met1.png
The bar under the picture is 50 µm long.
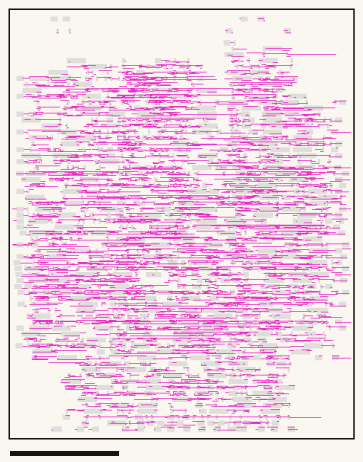
met2.png
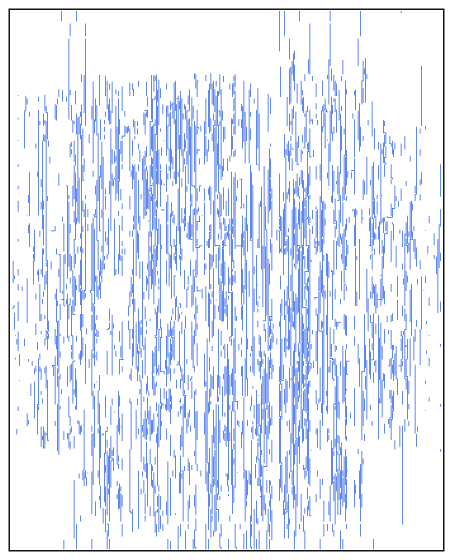
met3.png
The bar under the picture is 50 µm long.
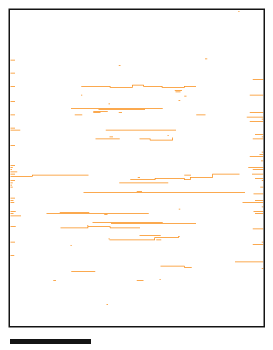
[config.mk]
export PLATFORM = sky130hd
export DESIGN_NAME = pwm_multi
export DESIGN_NICKNAME = d
export VERILOG_FILES = /design/src/rtl/pwm_pkg.sv /design/src/rtl/pwm_chan_cmp.sv /design/src/rtl/pwm_multi.sv
export SDC_FILE = /design/constraint.sdc
export NUM_CORES = 1
export LEC_CHECK = 0
export ABC_AREA = 1
export CELL_PAD_IN_SITES_DETAIL_PLACEMENT = 1
export CELL_PAD_IN_SITES_GLOBAL_PLACEMENT = 2
export CORE_ASPECT_RATIO = 1.25
export CORE_UTILIZATION = 36
export DETAILED_ROUTE_END_ITERATION = 7
export GPL_TIMING_DRIVEN = 1
export MAX_ROUTING_LAYER = met4
export PLACE_DENSITY = 0.89
export SYNTH_ARGS = -nofsm -noshare
export SYNTH_HDL_FRONTEND = slang
export SYNTH_SLANG_ARGS = --single-unit
[constraint.sdc]
create_clock -name clk -period 3.8 [get_ports clk]
set_clock_uncertainty 0.15 [all_clocks]
set_input_delay 0.57 -clock clk [delete_from_list [all_inputs] [get_ports clk]]
set_output_delay 0.57 -clock clk [all_outputs]
set_load 0.01 [all_outputs]
[src/rtl/pwm_pkg.sv]
// Shared definitions for the multi-channel PWM generator: mode encodings,
// counter direction and the duty-bus slicing helper.
package pwm_pkg;
  localparam logic PWM_MODE_EDGE   = 1'b0;
  localparam logic PWM_MODE_CENTER = 1'b1;

  typedef enum logic {DIR_UP = 1'b0, DIR_DOWN = 1'b1} pwm_dir_e;

  // LSB of channel k inside the flattened duty bus
  function automatic int duty_lsb(input int k, input int width);
    return k * width;
  endfunction
endpackage

[src/rtl/pwm_chan_cmp.sv]
// One PWM compare unit: registered (cnt < duty) with polarity, parked at the
// inactive level while the block is disabled.
module pwm_chan_cmp #(
  parameter int WIDTH = 16
) (
  input  logic             clk,
  input  logic             rst_n,
  input  logic [WIDTH-1:0] i_cnt,
  input  logic [WIDTH-1:0] i_duty,
  input  logic             i_pol,
  input  logic             i_en,
  output logic             o_pwm
);
  logic r_pwm;

  always_ff @(posedge clk or negedge rst_n) begin
    if (!rst_n)     r_pwm <= 1'b0;
    else if (!i_en) r_pwm <= i_pol;
    else            r_pwm <= (i_cnt < i_duty) ^ i_pol;
  end

  assign o_pwm = r_pwm;
endmodule

[src/rtl/pwm_multi.sv]
// Multi-channel PWM: one shared edge/center-aligned period counter, double-
// buffered period/duty/mode/pol, and CHANNELS compare units.
module pwm_multi
  import pwm_pkg::*;
#(
  parameter int WIDTH    = 16,
  parameter int CHANNELS = 4
) (
  input  logic                      clk,
  input  logic                      rst_n,
  input  logic                      en,
  input  logic                      load,
  input  logic [WIDTH-1:0]          period,
  input  logic [CHANNELS*WIDTH-1:0] duty,
  input  logic                      mode,
  input  logic [CHANNELS-1:0]       pol,
  output logic [CHANNELS-1:0]       pwm,
  output logic                      cycle_start,
  output logic                      pending
);
  logic [WIDTH-1:0]          r_cnt;
  pwm_dir_e                  r_dir;
  logic                      r_cycle_start, r_pending;
  logic [WIDTH-1:0]          r_sh_period, r_period;
  logic [CHANNELS*WIDTH-1:0] r_sh_duty, r_duty;
  logic                      r_sh_mode, r_mode;
  logic [CHANNELS-1:0]       r_sh_pol, r_pol;

  logic [WIDTH-1:0]          w_cnt_nxt;
  pwm_dir_e                  w_dir_nxt;
  logic                      w_wrap, w_xfer, w_ld_now;
  logic [CHANNELS-1:0]       w_pol_nxt, w_pol_sel;

  always_comb begin
    w_cnt_nxt = '0;
    w_dir_nxt = DIR_UP;
    // period 0 and en=0 both leave the counter parked at 0
    if (en && r_period != '0) begin
      if (r_mode == PWM_MODE_CENTER) begin
        if (r_dir == DIR_UP && r_cnt != r_period) begin
          w_cnt_nxt = r_cnt + WIDTH'(1);
        end else begin
          w_cnt_nxt = r_cnt - WIDTH'(1);
          w_dir_nxt = (w_cnt_nxt == '0) ? DIR_UP : DIR_DOWN;
        end
      end else begin
        w_cnt_nxt = (r_cnt == r_period) ? '0 : r_cnt + WIDTH'(1);
      end
    end
  end

  // A load on a boundary edge bypasses the shadow so it is never a period late
  assign w_wrap    = en && (w_cnt_nxt == '0);
  assign w_xfer    = w_wrap || !en;
  assign w_ld_now  = load && w_xfer;
  assign w_pol_nxt = w_ld_now ? pol : ((r_pending && w_xfer) ? r_sh_pol : r_pol);
  assign w_pol_sel = en ? r_pol : w_pol_nxt;

  always_ff @(posedge clk or negedge rst_n) begin
    if (!rst_n) begin
      r_cnt         <= '0;
      r_dir         <= DIR_UP;
      r_cycle_start <= 1'b0;
      r_pending     <= 1'b0;
      r_sh_period   <= '0;
      r_sh_duty     <= '0;
      r_sh_mode     <= PWM_MODE_EDGE;
      r_sh_pol      <= '0;
      r_period      <= '0;
      r_duty        <= '0;
      r_mode        <= PWM_MODE_EDGE;
      r_pol         <= '0;
    end else begin
      r_cnt         <= w_cnt_nxt;
      r_dir         <= w_dir_nxt;
      r_cycle_start <= en && (r_cnt == '0);
      if (load) begin
        r_sh_period <= period;
        r_sh_duty   <= duty;
        r_sh_mode   <= mode;
        r_sh_pol    <= pol;
      end
      if (w_ld_now) begin
        r_period  <= period;
        r_duty    <= duty;
        r_mode    <= mode;
        r_pol     <= pol;
        r_pending <= 1'b0;
      end else if (load) begin
        r_pending <= 1'b1;
      end else if (r_pending && w_xfer) begin
        r_period  <= r_sh_period;
        r_duty    <= r_sh_duty;
        r_mode    <= r_sh_mode;
        r_pol     <= r_sh_pol;
        r_pending <= 1'b0;
      end
    end
  end

  for (genvar k = 0; k < CHANNELS; k++) begin : g_ch
    pwm_chan_cmp #(.WIDTH(WIDTH)) u_cmp (
      .clk    (clk),
      .rst_n  (rst_n),
      .i_cnt  (r_cnt),
      .i_duty (r_duty[duty_lsb(k, WIDTH) +: WIDTH]),
      .i_pol  (w_pol_sel[k]),
      .i_en   (en),
      .o_pwm  (pwm[k])
    );
  end

  assign cycle_start = r_cycle_start;
  assign pending     = r_pending;
endmodule

==> run_results.csv <==
group,metric,value,unit
finish,comb_area,4950,µm²
finish,fill_cells,3528,
critical_path,crit_required,4.01,ns
finish,final_layout_size_suffix_gt1_share,12.4,%
placed_design,post-dp-hpwl,22500,µm
routing,met2WireLength,14900,µm
grt,met2_usage,35.9,%
routing,top_layer_used,"met4",
grt,top_usage_layer,"met2",
finish,diodes,0,
routing,drtAntennaViolNets,0,
synth,synthesis.nets,1431,
critical_path,regToRegStartpoint,"r_cnt[1]",
synth,yosys.area.top_type,"dfrtp_1",
synth,edf_count,0,
cts,clkSinkCount,193,
synth,syn-cell-area,10800,µm²
cts,ctsHoldBuffers,0,
pwr,top_power_group,"registers",
critical_path,cp_num_cells,16,
finish,regArea,4830,µm²
cts,clk_pin_slew,0.09,ns
run,warning_count,30,
synth,synthFlopType,"dfrtp_1",
grt,antenna_found_initial,0,
pwr,p_seq_share,43.4,%
critical_path,r2r.worst_path.cells,16,
synth,netlist_logic_family_top,"simple AND/OR/NAND/NOR gates",
floorplanning,row_count,70,
finish,inverters,177,
grt,grt_use_total,21.9,%
placed_design,portBuffers,94,
synth,synthDistinctLibCells,39,
synth,yosysMostFrequentCell,"nand2_1",
synth,ys_ff,193,
synth,syn_inst,1279,
finish,final-nonclk-buf-share,9.69,%
pwr,power.internal,3.87,mW
timing,slew_headroom,30.9,%
synth,syn_avg_cell_area,8.47,µm²
pwr,p_seq,2.59,mW
status,status,"completed",
timing,hold_slack,0.143,ns
synth,fa_ha_area_share,7.28,%
timing,finalSetupTns,0,ns
synth,yosys.area_share.aoi,16.6,%
run,max-cap-violations,0,
synth,synth-simple-area-share,19.4,%
cts,clock_tree.buffer_depth,2,
finish,postLayoutCoreUtil,43.2,%
routing,dr.pass1.iters,4,
cts,clockRootBuffer,"clkbuf_16",
cts,post-cts-setup-buffers,0,
synth,ys_chip_area,10800,µm²
routing,wl_per_cell,17.1,µm
cts,clkLatencyLatePin,0.46,ns
critical_path,critPathLaunchType,"flip-flop",
finish,buffers,126,
synth,async_flop_share,100,%
placed_design,post-place-ws,0.278,ns
timing,setup_viol,0,
finish,area_growth_syn_to_layout,17.4,%
timing,slew_viol_final,0,
critical_path,crit_type,"flip-flop to flip-flop",
routing,drc_errors,0,
critical_path,cpPeakStageDelay,0.46,ns
synth,muxShareOfSynthArea,0,%
grt,grt_pass1_wl,50300,µm
finish,nFlopsAndLatches,193,
floorplanning,taps,396,
cts,numCtsBuffers,17,
pwr,power_frac_comb,27.4,%
Back to the opening pictures, met1.png:
longest straight run: 72.7 µm
nets with wire on the layer: 1399
wire length on this layer: 13800 µm
main direction: horizontal
via count: 8803
Post-Route WL: 30400 µm
met1 Use GR: 27.7%

Back to the opening pictures, met2.png:
wire length on this layer: 14900 µm
main direction: vertical

Back to the opening pictures, met3.png:
longest straight run: 99.8 µm
nets with wire on the layer: 83
wire length on this layer: 1090 µm
main direction: horizontal
met3 usage: 3.31%

Power is estimated from default activity; no workload was simulated.
